### src/rtl/hamming_dec_sched_if.sv
// Handshake bundle for the Hamming decode scheduler:
// two codeword requesters and one result consumer.
interface hamming_dec_sched_if;
  logic       req0_valid;
  logic       req1_valid;
  logic [6:0] req0_data;
  logic [6:0] req1_data;
  logic       req0_ready;
  logic       req1_ready;
  logic       mode;
  logic       out_valid;
  logic       out_ready;
  logic [6:0] out_data;
  logic [3:0] out_nibble;
  logic [2:0] out_syndrome;
  logic       out_err;
  logic       out_id;

  modport master (
    output req0_valid,
    output req1_valid,
    output req0_data,
    output req1_data,
    output mode,
    output out_ready,
    input  req0_ready,
    input  req1_ready,
    input  out_valid,
    input  out_data,
    input  out_nibble,
    input  out_syndrome,
    input  out_err,
    input  out_id
  );

  modport slave (
    input  req0_valid,
    input  req1_valid,
    input  req0_data,
    input  req1_data,
    input  mode,
    input  out_ready,
    output req0_ready,
    output req1_ready,
    output out_valid,
    output out_data,
    output out_nibble,
    output out_syndrome,
    output out_err,
    output out_id
  );
endinterface

### src/rtl/hamming_dec_sched.sv
// Two-requester Hamming(7,4) decoder: round-robin accept,
// one syndrome bit per cycle, single-bit fix, saturating error count.
module hamming_dec_sched #(
  parameter int CNT_W = 8
) (
  input  logic             clk,
  input  logic             rst_n,
  input  logic             clr_cnt,
  output logic [CNT_W-1:0] err_cnt,
  output logic             busy,
  hamming_dec_sched_if.slave bus
);

  localparam logic [2:0] IDLE = 3'd0;
  localparam logic [2:0] CHK1 = 3'd1;
  localparam logic [2:0] CHK2 = 3'd2;
  localparam logic [2:0] CHK4 = 3'd3;
  localparam logic [2:0] FIX  = 3'd4;
  localparam logic [2:0] OUT  = 3'd5;

  logic [2:0] state;
  logic [2:0] state_n;
  logic [6:0] cw;
  logic       even;
  logic [2:0] syn;
  logic       id;
  logic       last_grant;
  logic       idle;
  logic       gnt0;
  logic       gnt1;
  logic       acc;
  logic       p1;
  logic       p2;
  logic       p4;
  logic [6:0] flip;
  logic       inc;

  // Ready is gated by rst_n so nothing is granted while reset is held.
  always_comb begin
    idle = (state == IDLE);
    gnt0 = idle & rst_n & bus.req0_valid
         & (~bus.req1_valid | last_grant);
    gnt1 = idle & rst_n & bus.req1_valid & ~gnt0;
    acc  = gnt0 | gnt1;
  end

  // Odd mode inverts every check bit.
  always_comb begin
    p1 = cw[0] ^ cw[2] ^ cw[4] ^ cw[6] ^ ~even;
    p2 = cw[1] ^ cw[2] ^ cw[5] ^ cw[6] ^ ~even;
    p4 = cw[3] ^ cw[4] ^ cw[5] ^ cw[6] ^ ~even;
  end

  always_comb begin
    flip = '0;
    if (syn != 3'd0)
      flip = 7'(1) << (syn - 3'd1);
  end

  always_comb begin
    state_n = state;
    unique case (state)
      IDLE:    if (acc) state_n = CHK1;
      CHK1:    state_n = CHK2;
      CHK2:    state_n = CHK4;
      CHK4:    state_n = FIX;
      FIX:     state_n = OUT;
      OUT:     if (bus.out_ready) state_n = IDLE;
      default: state_n = IDLE;
    endcase
  end

  always_ff @(posedge clk or negedge rst_n) begin
    if (!rst_n) begin
      state      <= IDLE;
      cw         <= '0;
      even       <= 1'b0;
      syn        <= '0;
      id         <= 1'b0;
      last_grant <= 1'b1;
    end else begin
      state <= state_n;
      unique case (state)
        IDLE: begin
          if (acc) begin
            cw         <= gnt0 ? bus.req0_data
                               : bus.req1_data;
            even       <= bus.mode;
            id         <= gnt1;
            last_grant <= gnt1;
            syn        <= '0;
          end
        end
        CHK1:    syn[0] <= p1;
        CHK2:    syn[1] <= p2;
        CHK4:    syn[2] <= p4;
        FIX:     cw     <= cw ^ flip;
        default: ;
      endcase
    end
  end

  assign inc = (state == FIX) & (syn != 3'd0);

  // Clear wins over a same-cycle increment.
  always_ff @(posedge clk or negedge rst_n) begin
    if (!rst_n)
      err_cnt <= '0;
    else if (clr_cnt)
      err_cnt <= '0;
    else if (inc && !(&err_cnt))
      err_cnt <= err_cnt + 1'b1;
  end

  assign busy             = ~idle;
  assign bus.req0_ready   = gnt0;
  assign bus.req1_ready   = gnt1;
  assign bus.out_valid    = (state == OUT);
  assign bus.out_data     = cw;
  assign bus.out_nibble   = {cw[6], cw[5], cw[4], cw[2]};
  assign bus.out_syndrome = syn;
  assign bus.out_err      = |syn;
  assign bus.out_id       = id;

endmodule

### src/flat_wrapper.sv
// flat-port wrapper written by rule: the top's interface ports become plain ports
module hamming_dec_sched_flat 
#(
  parameter int CNT_W = 8
)
  (clk, rst_n, clr_cnt, err_cnt, busy, bus_req0_valid, bus_req1_valid, bus_req0_data, bus_req1_data, bus_mode, bus_out_ready, bus_req0_ready, bus_req1_ready, bus_out_valid, bus_out_data, bus_out_nibble, bus_out_syndrome, bus_out_err, bus_out_id);
  hamming_dec_sched_if bus_i ();
  input  logic clk;
  input  logic rst_n;
  input  logic clr_cnt;
  output logic [CNT_W-1:0] err_cnt;
  output logic busy;
  input wire logic [$bits(bus_i.req0_valid)-1:0] bus_req0_valid;
  input wire logic [$bits(bus_i.req1_valid)-1:0] bus_req1_valid;
  input wire logic [$bits(bus_i.req0_data)-1:0] bus_req0_data;
  input wire logic [$bits(bus_i.req1_data)-1:0] bus_req1_data;
  input wire logic [$bits(bus_i.mode)-1:0] bus_mode;
  input wire logic [$bits(bus_i.out_ready)-1:0] bus_out_ready;
  output wire logic [$bits(bus_i.req0_ready)-1:0] bus_req0_ready;
  output wire logic [$bits(bus_i.req1_ready)-1:0] bus_req1_ready;
  output wire logic [$bits(bus_i.out_valid)-1:0] bus_out_valid;
  output wire logic [$bits(bus_i.out_data)-1:0] bus_out_data;
  output wire logic [$bits(bus_i.out_nibble)-1:0] bus_out_nibble;
  output wire logic [$bits(bus_i.out_syndrome)-1:0] bus_out_syndrome;
  output wire logic [$bits(bus_i.out_err)-1:0] bus_out_err;
  output wire logic [$bits(bus_i.out_id)-1:0] bus_out_id;
  assign bus_i.req0_valid = bus_req0_valid;
  assign bus_i.req1_valid = bus_req1_valid;
  assign bus_i.req0_data = bus_req0_data;
  assign bus_i.req1_data = bus_req1_data;
  assign bus_i.mode = bus_mode;
  assign bus_i.out_ready = bus_out_ready;
  assign bus_req0_ready = bus_i.req0_ready;
  assign bus_req1_ready = bus_i.req1_ready;
  assign bus_out_valid = bus_i.out_valid;
  assign bus_out_data = bus_i.out_data;
  assign bus_out_nibble = bus_i.out_nibble;
  assign bus_out_syndrome = bus_i.out_syndrome;
  assign bus_out_err = bus_i.out_err;
  assign bus_out_id = bus_i.out_id;
  hamming_dec_sched #(.CNT_W(CNT_W)) u_core (.clk(clk), .rst_n(rst_n), .clr_cnt(clr_cnt), .err_cnt(err_cnt), .busy(busy), .bus(bus_i));
endmodule
### config.mk
export PLATFORM = sky130hd
export DESIGN_NAME = hamming_dec_sched_flat
export DESIGN_NICKNAME = d
export VERILOG_FILES = /design/src/rtl/hamming_dec_sched_if.sv /design/src/rtl/hamming_dec_sched.sv /design/src/flat_wrapper.sv
export SDC_FILE = /design/constraint.sdc
export NUM_CORES = 1
export LEC_CHECK = 0
export ABC_AREA = 1
export CORE_UTILIZATION = 45
export CTS_BUF_LIST = sky130_fd_sc_hd__clkbuf_4 sky130_fd_sc_hd__clkbuf_8
export CTS_CLUSTER_SIZE = 10
export DETAILED_ROUTE_END_ITERATION = 6
export HOLD_SLACK_MARGIN = 0.05
export PLACE_DENSITY_LB_ADDON = 0.1
export REMOVE_ABC_BUFFERS = 1
export SYNTH_ARGS = -nofsm -noshare
export SYNTH_HDL_FRONTEND = slang
export SYNTH_SLANG_ARGS = --single-unit
### constraint.sdc
create_clock -name clk -period 2.1 [get_ports clk]
set_clock_uncertainty 0.1 [all_clocks]
set_input_delay 0.42 -clock clk [delete_from_list [all_inputs] [get_ports clk]]
set_output_delay 0.42 -clock clk [all_outputs]
set_load 0.005 [all_outputs]
### Placed cells, one color a class

Scale bar: 20 um. Fill, decap, tap and diode cells in gray.
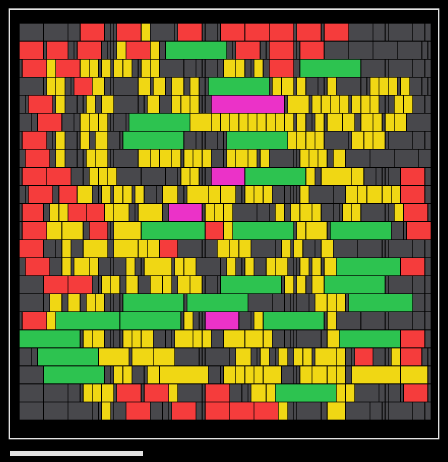
color	class	cells	share of their area
green	registers	24	26%
yellow	remaining logic cells	237	48%
red	remaining buffers and delay cells	56	23%
magenta	clock drivers and dummy loads	4	3.0%
core area: 3716 um^2
fin util: 64.55%
post-route cell area: 2399 um^2
Rows: 22

### Sequential cells colored by netlist name

Scale bar: 20 um. Other sequential cells in the stronger gray, the rest of the logic in the fainter gray.
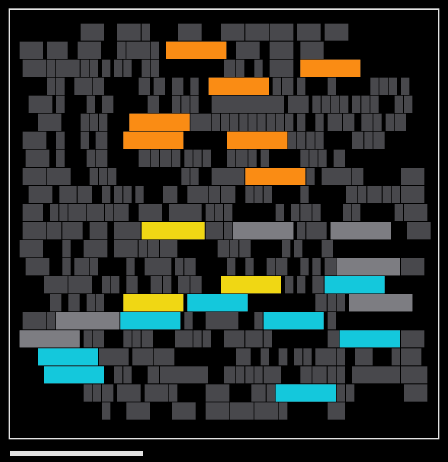
color	name in the netlist	sequential cells
orange	`u_core.bus.out_data`	7
cyan	`u_core.err_cnt`	8
yellow	`u_core.state`	3
not colored	6
storage element area: 605.6 um^2
Sequential Power: 0.828 mW
Seq area share: 25.25%

### Selected gate families

Scale bar: 20 um.
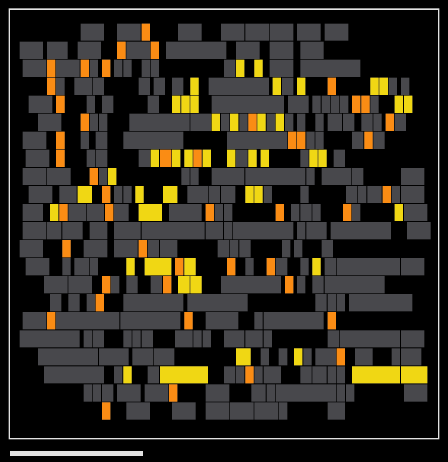
color	family	cells
yellow	nor cells	46
orange	inv cells	45
fin cells: 369
multi-input combinational area share: 39.80%
most frequent logic cell in the layout: nand2_1

==> results.json <==
{
  "critPathKind": "register to output port",
  "tightest_slew_ps": 314.3,
  "hold_path.class": "input pin to asynchronous set/reset pin",
  "p_leak_nw": 1.254,
  "edf_count": 0,
  "startpoint_type": "register",
  "dp.final_hpwl_mm": 3.097,
  "ys_sh_adder_pct": 1.421,
  "clockBufferDepth": 2,
  "cts_htree_levels": 1,
  "ys_cells": 267,
  "portBuffers": 48,
  "p_sw_share_pct": 41.66,
  "seqPwrFrac_pct": 30.3,
  "vias": 1731,
  "grt_max_degree": 25,
  "grt_pass1_wl_mm": 6.934,
  "largest_register": "u_core.err_cnt",
  "ir_drop_mv": 0.5459,
  "drv_slew": 0,
  "outcome": "finished, final reports clean",
  "required_ps": 1580,
  "syn_to_final_growth_pct": 36.25,
  "crit_cells": 2,
  "aoi_share_pct": 4.193,
  "synth_area_um2": 1760,
  "clkTransAtPathRegs_ps": 80,
  "cp.arrival_ps": 1540,
  "hold_buffers": 0,
  "place.gp.congestion": 0.8314,
  "yosysTopAreaCell": "dfrtp_1",
  "cp_top_family": "buffers and inverters",
  "total_power_mw": 2.727,
  "p_sw_mw": 1.136,
  "fp_util_pct": 47.37,
  "drive_gt1_share_pct": 11.53,
  "ant_nets": 0,
  "simple_gate_area_share_pct": 44.21
}
## power groups by stage
| stage | combinational [mW] | sequential [mW] | clock, mW |
|---|---|---|---|
| floorplan | 0.896 | 0.804 | 0 |
| global placement | 1.47 | 0.825 | 0 |
| detailed placement | 1.49 | 0.832 | 0 |
| CTS | 1.50 | 0.826 | 0.407 |
| global route | 1.72 | 0.856 | 0.425 |
| finish | 1.50 | 0.828 | 0.400 |
## worst min-delay path by stage
stage	slack, ps	cells past startpoint	from	endpoint
2_1_floorplan	20	0	rst_n	u_core.bus.out_data[0]
3_3_place_gp	380	2	u_core.last_grant	u_core.last_grant
3_5_place_dp	380	2	u_core.last_grant	u_core.last_grant
4_1_cts	320	2	rst_n	u_core.bus.out_syndrome[2]
5_1_grt	350	2	rst_n	u_core.err_cnt[5]
6_report	310	2	rst_n	u_core.err_cnt[5]
## cell type report
class                      count  area [um^2]
fill                         352         1318
multi-input combinational    192        954.7
sequential                    24        605.6
timing repair buffer          56        536.8
inverter                      45        170.2
tap                           48        60.06
clock buffer                   3        41.29
clock inverter                 1        30.03
## layer usage
| layer | GRT usage [%] | up-vias | share of wire (%) |
|---|---|---|---|
| met1 | 33.22 | 760 | 53 |
| met4 | 6.111 | 0 | 1.1 |
| met3 | 1.761 | 5 | 4.3 |
| met5 | 0 | - | 0 |
| li1 | - | 927 | - |
| met2 | 31.05 | 39 | 42 |
## cell usage in the layout, fill, tap and decap left out, drive strengths merged
cell           Yosys  routed
bufinv             0       1
o21ai              4       4
xor2               6       6
nor3               4       4
clkdlybuf4s50      0      45
nor2              42      42
nand3             30      30
clkbuf             1       3
nand2             84      84
clkinv             1       1
nand4              3       3
nand3b             4       4
xnor2              2       2
inv               44      44
ha                 2       2
dlygate4sd2        0       3
or2                1       1
dfstp              1       1
a21oi             10      10
buf                5       8
dfrtp             23      23
Power is estimated from default activity; no workload was simulated.
